===== src/rtl/uart_cmd_ctrl.sv =====
// Command sequencer: pops ASCII commands from the UART RX FIFO, turns them into
// one-cycle stopwatch/clock control pulses merged with local buttons, and echoes a response.
module uart_cmd_ctrl #(
    parameter bit         ECHO_EN       = 1'b1,
    parameter logic [7:0] NAK_CHAR      = 8'h3F,
    parameter logic [7:0] MODE_ERR_CHAR = 8'h21
) (
    input  logic       clk,
    input  logic       rst,
    input  logic       rx_empty,
    input  logic [7:0] rx_rdata,
    output logic       rx_rd,
    input  logic       tx_full,
    output logic       tx_wr,
    output logic [7:0] tx_wdata,
    input  logic       stopwatch_clock_mode,
    input  logic       btn_run,
    input  logic       btn_clear,
    output logic       o_run,
    output logic       o_clear,
    output logic       o_hour_inc,
    output logic       o_min_inc,
    output logic       o_sec_inc,
    output logic [7:0] o_err_cnt
);

    typedef enum logic [1:0] {IDLE, DECODE, RESP} state_t;

    state_t     state_reg, state_next;
    logic [7:0] cmd_reg;
    logic [7:0] cmd_uc;
    logic [7:0] resp_reg, resp_next;
    logic [7:0] err_cnt_reg, err_cnt_next;
    logic       hold_reg, hold_next;
    logic       resp_due;

    // Lane 0 = run, lane 1 = clear: the outputs shared with local buttons.
    logic [1:0] btn_vec, cmd_vec, pend_reg, pend_next, pulse_reg, pulse_next;
    // Lane 2 = hour, 1 = minute, 0 = second.
    logic [2:0] clk_cmd_vec, clk_pulse_reg;

    assign btn_vec = {btn_clear, btn_run};

    always_comb begin
        cmd_uc       = cmd_reg & 8'hDF;
        cmd_vec      = 2'b00;
        clk_cmd_vec  = 3'b000;
        resp_due     = 1'b0;
        resp_next    = resp_reg;
        err_cnt_next = err_cnt_reg;
        // CR/LF are tested on the raw byte so that '-' (0x2D) is not mistaken for CR.
        if (state_reg == DECODE && cmd_reg != 8'h0D && cmd_reg != 8'h0A) begin
            resp_due  = 1'b1;
            resp_next = stopwatch_clock_mode ? cmd_reg : MODE_ERR_CHAR;
            case (cmd_uc)
                8'h52: cmd_vec[0] = stopwatch_clock_mode;
                8'h43: cmd_vec[1] = stopwatch_clock_mode;
                8'h48, 8'h4D, 8'h53: begin
                    resp_next = stopwatch_clock_mode ? MODE_ERR_CHAR : cmd_reg;
                    clk_cmd_vec[2] = !stopwatch_clock_mode && (cmd_uc == 8'h48);
                    clk_cmd_vec[1] = !stopwatch_clock_mode && (cmd_uc == 8'h4D);
                    clk_cmd_vec[0] = !stopwatch_clock_mode && (cmd_uc == 8'h53);
                end
                default: begin
                    resp_next = NAK_CHAR;
                    if (err_cnt_reg != 8'hFF)
                        err_cnt_next = err_cnt_reg + 8'd1;
                end
            endcase
        end
    end

    always_comb begin
        state_next = state_reg;
        rx_rd      = 1'b0;
        tx_wr      = 1'b0;
        tx_wdata   = 8'h00;
        hold_next  = 1'b0;
        case (state_reg)
            IDLE: begin
                // hold_reg keeps silent bytes to the same 3-cycle pop spacing as echoed ones.
                if (!rx_empty && !hold_reg) begin
                    rx_rd      = 1'b1;
                    state_next = DECODE;
                end
            end
            DECODE: begin
                if (ECHO_EN && resp_due) begin
                    state_next = RESP;
                end else begin
                    state_next = IDLE;
                    hold_next  = 1'b1;
                end
            end
            RESP: begin
                tx_wdata = resp_reg;
                if (!tx_full) begin
                    tx_wr      = 1'b1;
                    state_next = IDLE;
                end
            end
            default: state_next = IDLE;
        endcase
        if (rst) begin
            rx_rd = 1'b0;
            tx_wr = 1'b0;
        end
    end

    // Button wins a collision; the displaced command pulse waits one cycle in pend_reg.
    generate
        for (genvar gi = 0; gi < 2; gi++) begin : g_arb
            assign pulse_next[gi] = btn_vec[gi] | pend_reg[gi] | cmd_vec[gi];
            assign pend_next[gi]  = (btn_vec[gi] & pend_reg[gi])
                                  | (cmd_vec[gi] & (btn_vec[gi] | pend_reg[gi]));
        end
    endgenerate

    always_ff @(posedge clk) begin
        if (rst) begin
            state_reg     <= IDLE;
            cmd_reg       <= 8'h00;
            resp_reg      <= 8'h00;
            err_cnt_reg   <= 8'h00;
            hold_reg      <= 1'b0;
            pend_reg      <= 2'b00;
            pulse_reg     <= 2'b00;
            clk_pulse_reg <= 3'b000;
        end else begin
            state_reg     <= state_next;
            if (rx_rd)
                cmd_reg <= rx_rdata;
            resp_reg      <= resp_next;
            err_cnt_reg   <= err_cnt_next;
            hold_reg      <= hold_next;
            pend_reg      <= pend_next;
            pulse_reg     <= pulse_next;
            clk_pulse_reg <= clk_cmd_vec;
        end
    end

    assign o_run      = pulse_reg[0];
    assign o_clear    = pulse_reg[1];
    assign o_hour_inc = clk_pulse_reg[2];
    assign o_min_inc  = clk_pulse_reg[1];
    assign o_sec_inc  = clk_pulse_reg[0];
    assign o_err_cnt  = err_cnt_reg;

endmodule


===== config.mk =====
export PLATFORM = sky130hd
export DESIGN_NAME = uart_cmd_ctrl
export DESIGN_NICKNAME = d
export VERILOG_FILES = /design/src/rtl/uart_cmd_ctrl.sv
export SDC_FILE = /design/constraint.sdc
export NUM_CORES = 1
export LEC_CHECK = 0
export CORE_MARGIN = 2
export CORE_UTILIZATION = 32
export DETAILED_ROUTE_END_ITERATION = 8
export PLACE_DENSITY = 0.6
export SYNTH_ARGS = -nofsm -noshare
export SYNTH_HDL_FRONTEND = slang
export SYNTH_SLANG_ARGS = --single-unit

===== constraint.sdc =====
create_clock -name clk -period 2.7 [get_ports clk]
set_input_delay 0.54 -clock clk [delete_from_list [all_inputs] [get_ports clk]]
set_output_delay 0.54 -clock clk [all_outputs]
set_load 0.05 [all_outputs]

==> impl_metrics.ini <==
; synthesis and place-and-route metrics
[status]
status = finished, final reports clean

[floorplanning]
ios = 38
die-area_mm2 = 0.00562
fp_util = 0.336
core.rowCount = 25
core_mm2 = 0.00479
die_h_um = 74.9
die_w_um = 74.9

[layout]
final_layout_size_suffix_gt1_frac = 0.0926
nFillCells = 486
nets = 232
syn_to_final_growth_pct = 32.4
num_antenna_cells = 0

[global_route]
first_global_vias = 1175
grt_start_max_net_pins = 29
antenna_found_initial = 0
grt_use_total = 0.131
grt_overflow = 0
grt_pass1_wl_mm = 5.48

[route]
drt_wl_total_mm = 3.56
first_pass_iters = 4
wl_per_cell_um = 12.6
num_vias = 1385
drc = 0
ant_nets = 0
viasPerCell = 4.89
drt_iter0_markers = 81

[worst_setup_path]
crit_path_start_kind = register
r2r-start = cmd_reg[1]
reg2reg_depth = 5
reg2reg_slack_ns = 0.59
startpoint = state_reg[1]
critPathKind = register to output port
worstPathArrival_ns = 1.94
worstSetupEndpoint = tx_wdata[0]
end_kind = output port
r2r-end = o_err_cnt[0]
critPathRequiredTime_ns = 2.16
worstPathMaxFanout = 10

[synthesis]
ys.flops = 34
top_cells_by_count = dfxtp_1 (34), nor2_1 (19), nand2_1 (12), nor3_1 (12), a21oi_1 (11)
synth_area_mm2 = 0.00161
syn_inst = 180
yosysMostFrequentCell = dfxtp_1
flop_cell = dfxtp_1
synth_seq_share = 0.423
yosys_cells = 180
top_cells_by_area = dfxtp_1 (42%), mux2i_1 (5.6%), nor2_1 (4.4%), and2_1 (3.9%), nor3_1 (3.7%)
synth-edff-count = 0
yosysTopAreaCellShare = 0.423
ys_types = 43
syn-mean-instance-area_um2 = 8.95
yosysTopAreaCell = dfxtp_1
async_flop_share = 0
yosys_area_mm2 = 0.00161
fp_nets = 196
yosysWarnings = 0

[place]
place.gp.congestion = 0.878
port_buffers = 37
place_hpwl_mm = 2.58

[clock_network]
path_clk_slew_ns = 0.06
clk_root_buffer_cell = clkbuf_8
clockBufferDepth = 2
cts_max_level = 2
cts_tree = yes
insertion_delay_ns = 0.28
cts_inserted_buffers = 5
cts.sinks = 34

[pwr]
irDropWorstVdd_mv = 0.388
p_leak_nw = 0.734
fin_total_pwr_mw = 1.05
power_density_mw_per_mm2 = 493

[timing]
hold_violations = 0
clock.fmax_mhz = 403
clock_skew_ns = 0.00408
setup_viol = 0
fin_setup_tns_ns = 0
rsz0062_at_grt = false
period_used_share = 0.919
period_minus_slack_ns = 2.48
final_max_slew_viol_count = 0
worst_slew_pin_slew_ns = 0.532
slew_headroom = 0.644

[flow_run]
drv_cap = 0
tool_warnings = 26

[hold_path]
hold_class = register to register
[worst max-delay path, cell delays in order, from the launching register on]
cell             delay (ns)
dfxtp_1                0.37
nor2b_2                0.31
and2_1                 0.18
clkdlybuf4s50_1        0.80
[logic make-up after synthesis]
logic type	share of synthesized area
xor gates and xnor gates	0.0155
DFF	0.423
and+or+nand+nor	0.301
AOI/OAI and AO/OA	0.151
buffers and inverters	0.0373
adders and majority gates	0.00777
muxes	0.0653
[worst min path at each step]
stage / startpoint / to / depth (start not counted) / slack (ns)
global route: resp_reg[6] / resp_reg[6] / 1 / 0.49
finish: resp_reg[7] / resp_reg[7] / 1 / 0.46
detailed placement: resp_reg[7] / resp_reg[7] / 1 / 0.45
CTS: resp_reg[7] / resp_reg[7] / 1 / 0.46
floorplan: resp_reg[7] / resp_reg[7] / 1 / 0.42
global placement: resp_reg[7] / resp_reg[7] / 1 / 0.44
[routing by layer]
layer	up-vias	global-route usage	share of wire
met1	635	0.179	0.51
met3	7	0.0495	0.046
li1	712	-	-
met4	0	0.0536	0.016
met2	31	0.185	0.43
met5	-	0	0
[power by group]
group / leakage, nW / internal, mW / total [mW] / switching, mW
clock network: 0.0383 / 0.177 / 0.348 / 0.171
logic: 0.418 / 0.0743 / 0.158 / 0.0837
registers: 0.277 / 0.522 / 0.545 / 0.0227
total: 0.734 / 0.774 / 1.05 / 0.277
[cell type report]
cell class	count	area [µm²]	share of cell area
repair buffers	40	413	0.194
multi-input cells	135	878	0.412
clock buffers	7	76.3	0.0358
well taps	67	83.8	0.0393
flip-flops and latches	34	681	0.319
[timing repair]
item	CTS	global route
buffers inserted	0	0
gates resized	0	1
endpoints found under the setup margin	0	8
hold buffers	0	0
[per-stage QoR]
| stage | util | instances | setup slack [ns] | area, µm² | hold WS [ns] |
|---|---|---|---|---|---|
| 6_report | 0.445 | 283 | 0.219 | 2130 | 0.456 |
| 5_1_grt | 0.445 | 283 | 0.0597 | 2130 | 0.485 |
| 4_1_cts | 0.445 | 283 | 0.0276 | 2130 | 0.460 |
| 3_5_place_dp | 0.429 | 276 | 0.294 | 2050 | 0.446 |
| 3_3_place_gp | 0.429 | 276 | 0.328 | 2050 | 0.436 |
| 2_1_floorplan | - | 180 | 0.0730 | 1610 | 0.421 |
[cells in the final DEF (no fill, tap or decap), types with 3 or more instances in the layout]
master,n
and3_1,3
nor3_1,12
dfxtp_1,34
nor3b_1,3
o21ai_0,5
and2_1,10
clkbuf_8,5
nor2b_1,4
mux2i_1,9
or4_1,3
nor2_1,19
o31ai_1,3
nand2b_1,5
nand2_1,12
nand3_1,5
buf_4,3
a21oi_1,11
nor4_1,4
clkdlybuf4s50_1,35
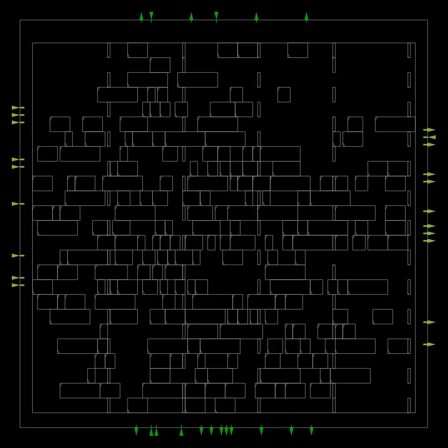
(cell placement)
Seq/total area: 0.319
TAP cells: 67

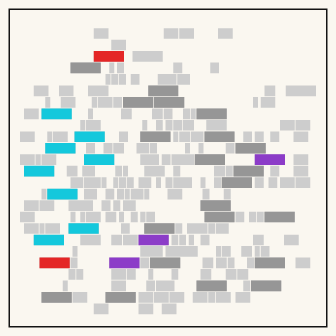
(sequential cells coloured by netlist name)
Other sequential cells in the stronger grey, the rest of the logic in the fainter grey.
| netlist name | colour | sequential cells |
|---|---|---|
| cmd_reg | cyan | 8 |
| pend_reg | red | 2 |
| clk_pulse_reg | purple | 3 |
not coloured: 21

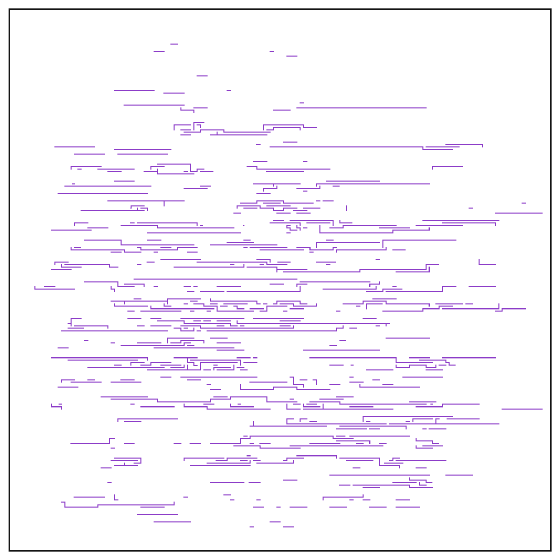
(metal 1)
main direction: horizontal
nets with wire on the layer: 206
share of all routed wire: 51%

Power is estimated from default activity; no workload was simulated.
